$ cat src/rtl/my_keypad_pkg.sv
// Shared types and constants for the 4x4 keypad scanner.
package my_keypad_pkg;

  typedef enum logic [1:0] {StIdle, StCand, StPressed, StRel} state_e;

  typedef enum logic [1:0] {ScanNone, ScanSingle, ScanMulti} scan_res_e;

  // Nibble i holds the code for key index row*4+col.
  localparam logic [63:0] KeyMap = 64'hDF0E_C987_B654_A321;

  function automatic logic [3:0] key_map(input logic [3:0] idx);
    return KeyMap[{idx, 2'b00} +: 4];
  endfunction

endpackage

$ cat src/rtl/my_keypad_col_scan.sv
// Row synchronizer, column rotation and per-scan NONE/SINGLE/MULTI classification.
module my_keypad_col_scan
  import my_keypad_pkg::*;
#(
  parameter int unsigned SCAN_DIV = 12000
) (
  input  logic      clk,
  input  logic      rst,
  input  logic [3:0] row_n,
  output logic [3:0] col_n,
  output logic       scan_done,
  output scan_res_e  scan_res,
  output logic [3:0] scan_code
);

  localparam int unsigned SlotW = $clog2(SCAN_DIV);
  localparam logic [SlotW-1:0] SlotLast = SlotW'(SCAN_DIV - 1);

  logic [3:0]       row_meta_q, row_sync_q;
  logic [SlotW-1:0] slot_q;
  logic [1:0]       col_q;
  logic [1:0]       hits_q, prev_hits, col_hits, tot_hits, col_row;
  logic [2:0]       hit_sum;
  logic [3:0]       code_q, code_d;
  logic             sample;

  assign sample = (slot_q == SlotLast);
  assign col_n  = ~(4'b0001 << col_q);

  always_ff @(posedge clk or posedge rst) begin
    if (rst) begin
      row_meta_q <= 4'hF;
      row_sync_q <= 4'hF;
      slot_q     <= '0;
      col_q      <= 2'd0;
      hits_q     <= 2'd0;
      code_q     <= 4'h0;
    end else begin
      row_meta_q <= row_n;
      row_sync_q <= row_meta_q;
      if (sample) begin
        slot_q <= '0;
        col_q  <= col_q + 2'd1;
        hits_q <= tot_hits;
        code_q <= code_d;
      end else begin
        slot_q <= slot_q + SlotW'(1);
      end
    end
  end

  // Hit counts saturate at 2: anything beyond one crossing is MULTI.
  always_comb begin
    col_hits = 2'd0;
    col_row  = 2'd0;
    for (int r = 0; r < 4; r++) begin
      if (!row_sync_q[r]) begin
        col_row = 2'(r);
        if (col_hits != 2'd2) col_hits = col_hits + 2'd1;
      end
    end
    prev_hits = (col_q == 2'd0) ? 2'd0 : hits_q;
    hit_sum   = {1'b0, prev_hits} + {1'b0, col_hits};
    tot_hits  = (hit_sum >= 3'd2) ? 2'd2 : hit_sum[1:0];
    code_d    = (col_hits == 2'd1) ? key_map({col_row, col_q}) : code_q;
  end

  assign scan_done = sample && (col_q == 2'd3);
  assign scan_code = code_d;
  assign scan_res  = (tot_hits == 2'd0) ? ScanNone :
                     (tot_hits == 2'd1) ? ScanSingle : ScanMulti;

endmodule

$ cat src/rtl/my_keypad_scan.sv
// Keypad top: debounce FSM, accepted key code and last-four-digit shift register.
module my_keypad_scan
  import my_keypad_pkg::*;
#(
  parameter int unsigned SCAN_DIV       = 12000,
  parameter int unsigned DEBOUNCE_SCANS = 20
) (
  input  logic        clk,
  input  logic        rst,
  input  logic [3:0]  row_n,
  output logic [3:0]  col_n,
  output logic [3:0]  key_code,
  output logic        key_valid,
  output logic        key_down,
  output logic [15:0] digits
);

  localparam int unsigned CntW = $clog2(DEBOUNCE_SCANS + 1);
  localparam logic [CntW-1:0] CntDone = CntW'(DEBOUNCE_SCANS);
  localparam logic [CntW-1:0] CntOne  = CntW'(1);

  logic       scan_done;
  scan_res_e  scan_res;
  logic [3:0] scan_code;

  state_e          state_q, state_d;
  logic [CntW-1:0] cnt_q, cnt_d, cnt_inc;
  logic [3:0]      cand_q, cand_d, key_code_q, key_code_d, acc_code;
  logic [15:0]     digits_q, digits_d;
  logic            key_valid_q, accept;

  my_keypad_col_scan #(
    .SCAN_DIV(SCAN_DIV)
  ) u_col_scan (
    .clk      (clk),
    .rst      (rst),
    .row_n    (row_n),
    .col_n    (col_n),
    .scan_done(scan_done),
    .scan_res (scan_res),
    .scan_code(scan_code)
  );

  always_ff @(posedge clk or posedge rst) begin
    if (rst) begin
      state_q     <= StIdle;
      cnt_q       <= '0;
      cand_q      <= 4'h0;
      key_code_q  <= 4'h0;
      digits_q    <= 16'h0000;
      key_valid_q <= 1'b0;
    end else begin
      state_q     <= state_d;
      cnt_q       <= cnt_d;
      cand_q      <= cand_d;
      key_code_q  <= key_code_d;
      digits_q    <= digits_d;
      key_valid_q <= accept;
    end
  end

  always_comb begin
    state_d  = state_q;
    cnt_d    = cnt_q;
    cand_d   = cand_q;
    accept   = 1'b0;
    acc_code = cand_q;
    cnt_inc  = cnt_q + CntOne;
    if (scan_done) begin
      case (state_q)
        StIdle: begin
          if (scan_res == ScanSingle) begin
            cand_d = scan_code;
            if (CntOne == CntDone) begin
              accept   = 1'b1;
              acc_code = scan_code;
              state_d  = StPressed;
              cnt_d    = '0;
            end else begin
              state_d = StCand;
              cnt_d   = CntOne;
            end
          end
        end
        StCand: begin
          if (scan_res == ScanSingle && scan_code == cand_q) begin
            if (cnt_inc == CntDone) begin
              accept  = 1'b1;
              state_d = StPressed;
              cnt_d   = '0;
            end else begin
              cnt_d = cnt_inc;
            end
          end else begin
            state_d = StIdle;
            cnt_d   = '0;
          end
        end
        StPressed: begin
          if (scan_res == ScanNone) begin
            if (CntOne == CntDone) begin
              state_d = StIdle;
              cnt_d   = '0;
            end else begin
              state_d = StRel;
              cnt_d   = CntOne;
            end
          end
        end
        StRel: begin
          if (scan_res == ScanNone) begin
            if (cnt_inc == CntDone) begin
              state_d = StIdle;
              cnt_d   = '0;
            end else begin
              cnt_d = cnt_inc;
            end
          end else begin
            state_d = StPressed;
            cnt_d   = '0;
          end
        end
        default: begin
          state_d = StIdle;
          cnt_d   = '0;
        end
      endcase
    end
    key_code_d = accept ? acc_code : key_code_q;
    digits_d   = accept ? {digits_q[11:0], acc_code} : digits_q;
  end

  assign key_code  = key_code_q;
  assign key_valid = key_valid_q;
  assign digits    = digits_q;
  assign key_down  = (state_q == StPressed) || (state_q == StRel);

endmodule

$ cat config.mk
export PLATFORM = sky130hd
export DESIGN_NAME = my_keypad_scan
export DESIGN_NICKNAME = d
export VERILOG_FILES = /design/src/rtl/my_keypad_pkg.sv /design/src/rtl/my_keypad_col_scan.sv /design/src/rtl/my_keypad_scan.sv
export SDC_FILE = /design/constraint.sdc
export NUM_CORES = 1
export LEC_CHECK = 0
export CAP_MARGIN = 5
export CELL_PAD_IN_SITES_DETAIL_PLACEMENT = 1
export CELL_PAD_IN_SITES_GLOBAL_PLACEMENT = 2
export CORE_ASPECT_RATIO = 1.2
export CORE_MARGIN = 2
export CORE_UTILIZATION = 40
export CTS_BUF_LIST = sky130_fd_sc_hd__clkbuf_16
export CTS_CLUSTER_SIZE = 30
export DETAILED_ROUTE_END_ITERATION = 10
export PLACE_DENSITY_LB_ADDON = 0.1
export SYNTH_ARGS = -nofsm -noshare
export SYNTH_HDL_FRONTEND = slang
export SYNTH_SLANG_ARGS = --single-unit
$ cat constraint.sdc
create_clock -name clk -period 8.2 [get_ports clk]
set_input_delay 1.64 -clock clk [delete_from_list [all_inputs] [get_ports clk]]
set_output_delay 1.64 -clock clk [all_outputs]
set_load 0.005 [all_outputs]
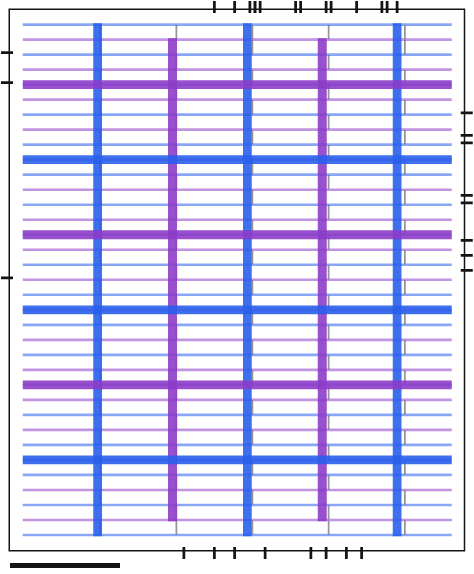
run_1/power_grid.png
Bar = 20 µm. Pins as bars on the die edge. Tap cells in grey.
Blue shows VSS. Purple shows VDD.
The core has 34 rows. 35 met1 rails follow the rows.
VDD IR max: 0.0989 mV
Die Ht: 97.8 µm
core area: 7190 µm²
Die Width: 82.2 µm

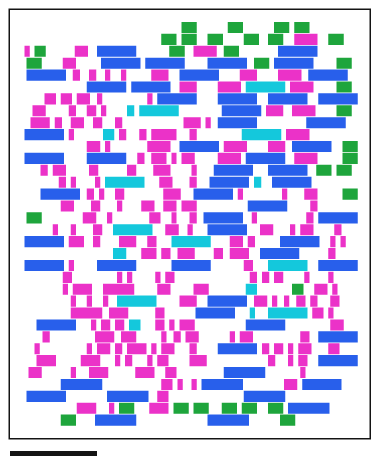
run_1/placement_by_type.png
Bar = 20 µm.
Green shows remaining buffers and delay cells, cells 33. Blue shows sequential cells, cells 58. Cyan shows clock drivers and dummy loads, cells 16. Magenta shows combinational and other logic, cells 192.
final instance area: 3570 µm²
Seq area share: 40.9%
Final Core Density: 49.7%
row count: 34

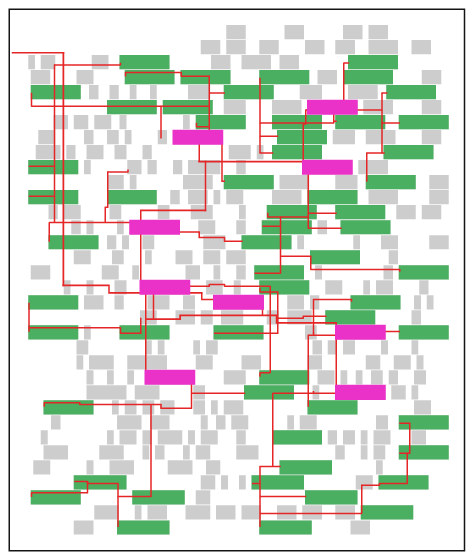
run_1/clk_routes.png
Red shows clock wires, length 900 µm. Green shows flip-flops, count 58. Magenta shows clock drivers, count 9.
Position of the flops: widely spread. There are 10 routed clock nets.
P_clk: 0.000339 W
clk_lat worst skew: 320 ps

==> qor.yml, run 1 <==
synthArstFlopShare_pct: 100
synth-main-ff-cell: "dfrtp_1"
yosysCellCount: 261
antenna-diode-count: 0
nNonClkBuffers: 33
floorplan.nets: 280
syn_to_final_growth_pct: 21.7
routed_wl_um: 6290
postSynthSeqShare_pct: 49.8
synth_cell_types: 49
grt_pass1_wl_um: 10800
flop_area_um2: 1460
synth_cells: 261
postRouteAntennaNets: 0
p_leak_nw: 1.57
pwr_density_cell_nw_per_um2: 185
synth-seq-cells: 58
finalCriticalPeriod_ps: 4350
fin_crit_sh_pct: 53.0
cts_tree: "done"
drt-pass1-iter-count: 4
tapCellCount: 90
log.warning_count: 32
io_pins: 32
grt_overflow: 0
seq_cells: 58
num-multi-input-gates: 173
status: "finished clean"
setup_viol: 0
vias: 2016
end_kind: "register"
dp_hpwl_um: 4290
yosysWarningCount: 0
cts_setup_buffers: 0
instances_no_fill: 389
logic_area_um2: 1330
slew_violations: 0
place_area_um2: 3300
cts-root-buf: "clkbuf_16"
total_power_w: 0.000661
finalSetupTns_ps: 0
antenna_found_initial: 0
yosys_area_um2: 2940
grt_pass1_vias: 2144
top_register: "u_col_scan.slot_q"
relSlewSlack_pct: 39.1
drt_iter0_markers: 76
hp-class: "reg -> reg"
dominant_cells: "sequential cells"
rsz0062_at_grt: "no"
comb_share_pct: 37.3
wire_per_inst_um: 16.2
clkSinkCount: 58
[run 1: Yosys cell counts (all sizes together), types with 2 or more instances]
cell type / n / area (µm²)
nor4: 2 / 12.5
ha: 12 / 150
dfstp: 8 / 210
clkbuf: 5 / 18.8
mux2: 22 / 285
nor2b: 3 / 18.8
a31oi: 3 / 18.8
a22o: 3 / 26.3
dfrtp: 50 / 1250
nand4: 4 / 25.0
nand2b: 3 / 18.8
xor2: 8 / 70.1
o31ai: 2 / 15.0
buf: 6 / 52.6
a21oi: 2 / 10.0
and2: 2 / 12.5
o211ai: 2 / 15.0
xnor2: 7 / 61.3
nand2: 18 / 67.6
nand3b: 2 / 15.0
inv: 19 / 71.3
nor2: 19 / 71.3
o21ai: 13 / 65.1
o41ai: 2 / 17.5
and3: 3 / 18.8
mux2i: 6 / 60.1
or2: 2 / 12.5
nand3: 11 / 60.1
nor3: 6 / 41.3
[run 1: power breakdown]
| part | leakage (nW) | switching (W) | internal [W] |
|---|---|---|---|
| registers | 0.769 | 0.00000255 | 0.000290 |
| logic | 0.676 | 0.0000179 | 0.0000116 |
| clock network | 0.125 | 0.000136 | 0.000203 |
| total | 1.57 | 0.000156 | 0.000505 |
[run 1: critical path: stages (launching register included)]
cell and delay, ps:
dfstp_2 560, inv_1 80, ha_1 270, mux2i_1 170, ha_1 170, nor2_1 70, nor2_1 130, ha_1 150
inv_1 40, fa_1 560, nand3_1 120, nor2_1 150, o311ai_0 190, a221oi_2 290, nand3_2 130, nor3_4 710
mux2_2 420
[run 1: cells by family (layout without fill, tap and decap cells)]
family	Yosys count	after routing	share of synthesized area [%]
compound gates	39	39	9.85
xor+xnor	15	15	4.48
fa+ha+maj	13	13	5.80
buf+inv	30	68	4.86
flops	58	58	49.8
mux	28	28	11.8
simple gates	78	78	13.5
[run 1: per-layer routing]
| layer | vias to the layer above | share of wire, % | global-route usage [%] |
|---|---|---|---|
| met5 | - | 0 | 0 |
| met4 | 0 | 0.81 | 7.18 |
| met3 | 4 | 2.3 | 3.60 |
| met2 | 23 | 48 | 25.7 |
| met1 | 1011 | 49 | 25.3 |
| li1 | 978 | - | - |
[run 1: path summary, 6_finish.rpt]
path / start / cells after the start / slack (ps) / endpoint
setup / recovery: u_col_scan.row_sync_q[1]$_DFF_PP1_ / 16 / 3850 / digits[4]$_DFFE_PP0P_
min in group asynchronous: rst / 3 / 1850 / cnt_q[2]$_DFFE_PP0P_
hold / removal: u_col_scan.row_meta_q[1]$_DFF_PP1_ / 0 / 360 / u_col_scan.row_sync_q[1]$_DFF_PP1_
hold reg to reg: u_col_scan.row_meta_q[1]$_DFF_PP1_ / 0 / 360 / u_col_scan.row_sync_q[1]$_DFF_PP1_
setup reg to reg: u_col_scan.row_sync_q[1]$_DFF_PP1_ / 16 / 3850 / digits[4]$_DFFE_PP0P_
max in group asynchronous: rst / 3 / 5860 / u_col_scan.slot_q[7]$_DFF_PP0_
run_1/congestion.png
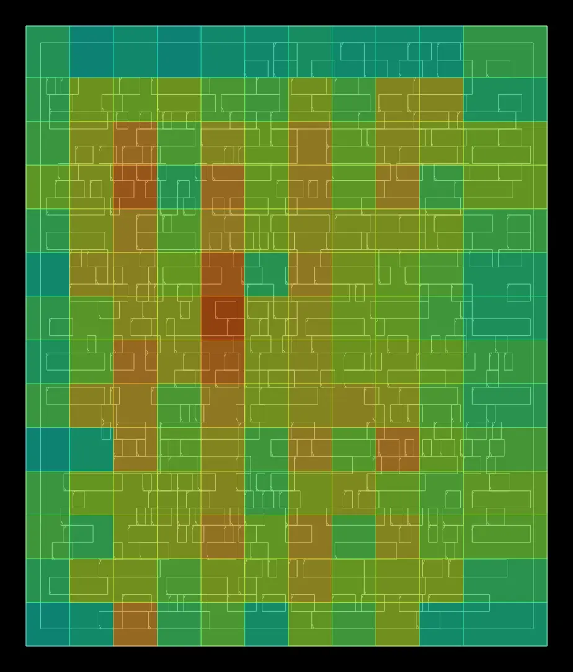

==> run 2: changes to the inputs <==
--- a/config.mk
+++ b/config.mk
@@ -10,7 +10,7 @@
 export CELL_PAD_IN_SITES_GLOBAL_PLACEMENT = 2
 export CORE_ASPECT_RATIO = 1.2
 export CORE_MARGIN = 2
-export CORE_UTILIZATION = 40
+export CORE_UTILIZATION = 37
 export CTS_BUF_LIST = sky130_fd_sc_hd__clkbuf_16
 export CTS_CLUSTER_SIZE = 30
 export DETAILED_ROUTE_END_ITERATION = 10
==> constraint.sdc (replaced) <==
create_clock -name clk -period 4.5 [get_ports clk]
set_input_delay 0.9 -clock clk [delete_from_list [all_inputs] [get_ports clk]]
set_output_delay 0.9 -clock clk [all_outputs]
set_load 0.005 [all_outputs]
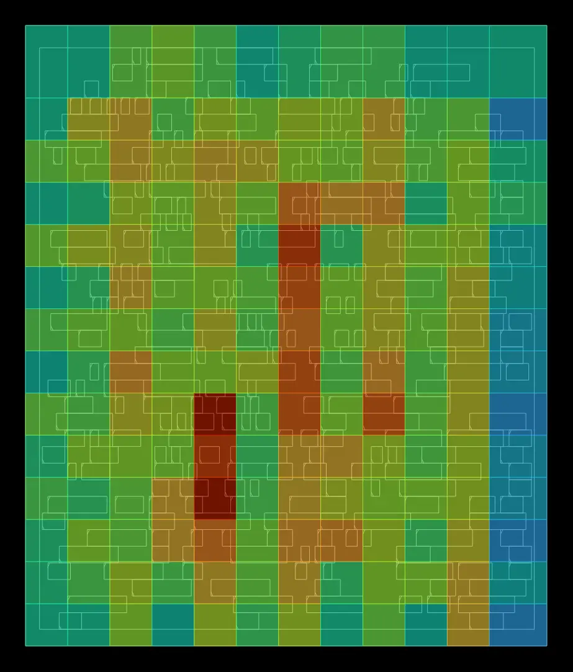
run_2/congestion.png
M2 GR Usage: 27.2%
GRT met1 Usage: 18.8%
wire length per cell: 15.4 µm
Tot GR Track Use: 15.7%

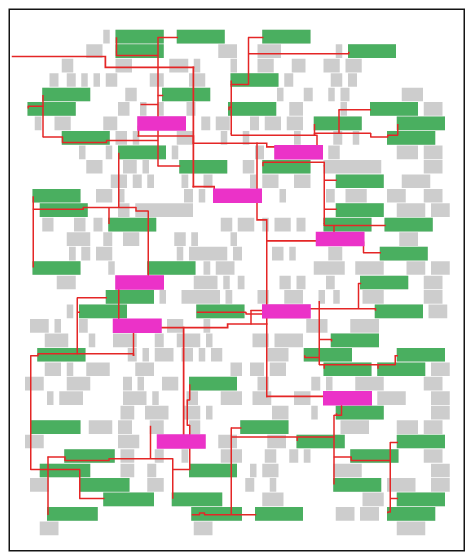
run_2/clk_routes.png
Green shows flip-flops, count 58. Magenta shows clock drivers, count 9. Red shows clock wires, length 857 µm.
Position of the flops: widely spread.
clock share of power: 54.7%
P_clk: 0.000710 W
Worst Skew: 6.89 ps
clk_lat worst skew: 330 ps

==> qor.yml, run 2 <==
rsz0062_at_grt: "no"
fp.dieH_um: 102  # +3.8%
synth_top_cell_by_count: "dfrtp_1"
die_width_um: 85.3  # +3.8%
intPower_w: 0.00103  # +100%
status: "finished clean"
postSynthSeqShare_pct: 49.8  # unchanged
synth.area.top_cells: "dfrtp_1, dfstp_2, ha_1, mux2_4, mux2_2"
vias: 2024  # +0.40%
drt_iter0_markers: 55  # -28%
dp_hpwl_um: 4290  # about the same
pwr_density_cell_nw_per_um2: 358  # +94%
total_power_w: 0.00130  # +96%
slowest_delay_ps: 560  # -150 ps
postRouteAntennaNets: 0  # unchanged
r2r_slack_ps: 540  # -3310 ps
yosys_area_um2: 2940  # unchanged
synth.top_cell.area_share_pct: 42.6  # unchanged
core_area_um2: 7710  # +7.2%
synth_cells: 261  # unchanged
synth_cell_types: 49  # unchanged
yosysCellCount: 261  # unchanged
hp-class: "reg -> reg"
drt-pass1-iter-count: 4  # unchanged
top_cells_by_count: "dfrtp_1, inv_1, nor2_1"
relSlewSlack_pct: 48.0  # +8.9 points
antenna-diode-count: 0  # unchanged
crit_type: "reg -> reg"
routed_wl_um: 6050  # -3.9%
drc: 0
peakVddDrop_mv: 0.223  # +130%
p_switching_w: 0.000271  # +73%
logic_area_um2: 1330  # unchanged
p_leak_nw: 1.60  # +1.8%
top_register: "u_col_scan.slot_q"
io_buffers: 31
fp_util_pct: 38.1
grt_pass1_vias: 2216  # +3.4%
cts-root-buf: "clkbuf_16"
synth-seq-cells: 58  # unchanged
finalCriticalPeriod_ps: 3960  # -387 ps
yosysWarningCount: 0  # unchanged
worstHoldStart: "u_col_scan.row_meta_q[2]$_DFF_PP1_"
r2r_start: "u_col_scan.row_sync_q[1]$_DFF_PP1_"
slew_violations: 0  # unchanged
end_kind: "register"
whs_path_depth: 0  # unchanged
seq_power_share_pct: 41.1  # -3.2 points
synthArstFlopShare_pct: 100  # unchanged
syn_to_final_growth_pct: 23.4
p_sw_share_pct: 20.9  # -2.8 points
yosys.area.top_type: "dfrtp_1"
hold_path_end: "u_col_scan.row_sync_q[2]$_DFF_PP1_"
finalSetupTns_ps: 0  # unchanged
flop_area_um2: 1460  # unchanged
fin_crit_sh_pct: 88.1  # +35 points
floorplan.nets: 280  # unchanged
synth-main-ff-cell: "dfrtp_1"
grt_overflow: 0  # unchanged
slowest_stage: "dfstp_2"
io_pins: 32  # unchanged
placementRows: 35  # +2.9%
clkSinkCount: 58  # unchanged
[run 2: cell counts after synthesis]
Identical to the previous run, type by type.
[run 2: metal layers]
layer | track usage, % | vias to the layer above | part of all wire, %
met2 | 27.2 | 34 | 50
met3 | 4.24 | 9 | 3.6
met4 | 5.86 | 0 | 1.5
met1 | 18.8 | 1004 | 45
met5 | 0 | - | 0
li1 | - | 977 | -
[run 2: cell type report]
class	count	area share [%]
sequential	58	40.4
clock inverter	7	2.32
timing repair buffer	34	9.19
tap	92	3.18
multi-input combinational	173	36.8
inverter	19	1.97
clock buffer	9	6.22
[run 2: cells by family after synthesis]
kind of cell    synth area share, %
simple gates                   13.5
flops                          49.8
compound gates                 9.85
buf+inv                        4.86
mux                            11.8
xor+xnor                       4.48
fa+ha+maj                      5.80
[run 2: critical path, delay by kind of cell, from the launching register on]
| kind | cells | cell delay, ps |
|---|---|---|
| flops | 1 | 560 |
| compound gates | 2 | 450 |
| mux | 2 | 560 |
| fa+ha+maj | 4 | 1150 |
| simple gates | 6 | 720 |
| buf+inv | 3 | 400 |
[run 2: how the worst max path moves through the flow]
stage                             end  slack (ps)  depth (start not counted)
6_report        digits[7]$_DFFE_PP0P_         540                         17
5_1_grt         digits[7]$_DFFE_PP0P_         190                         17
4_1_cts         digits[7]$_DFFE_PP0P_         490                         17
3_5_place_dp    digits[7]$_DFFE_PP0P_         500                         17
3_3_place_gp    digits[5]$_DFFE_PP0P_         610                         17
2_1_floorplan  digits[10]$_DFFE_PP0P_         820                         17
[run 2: power groups by stage]
stage          combinational [W]  clock, W  sequential (W)
3_3_place_gp           0.0000548         0        0.000542
4_1_cts                0.0000564  0.000729        0.000533
2_1_floorplan          0.0000422         0        0.000539
3_5_place_dp           0.0000560         0        0.000542
6_report               0.0000544  0.000710        0.000533
5_1_grt                0.0000619  0.000754        0.000533
[run 2: stage by stage]
stage               instances  area [µm²]  hold slack, ps  utilization, %  worst slack [ps]
floorplan                 261        2940             345               -               821
global placement          376        3310             346            43.0               606
detailed placement        376        3310             347            43.0               496
CTS                       392        3620             351            47.0               494
global route              392        3620             352            47.0               192
finish                    392        3620             351            47.0               537
Power figures rest on the tool's default switching activity, not on a simulated workload.
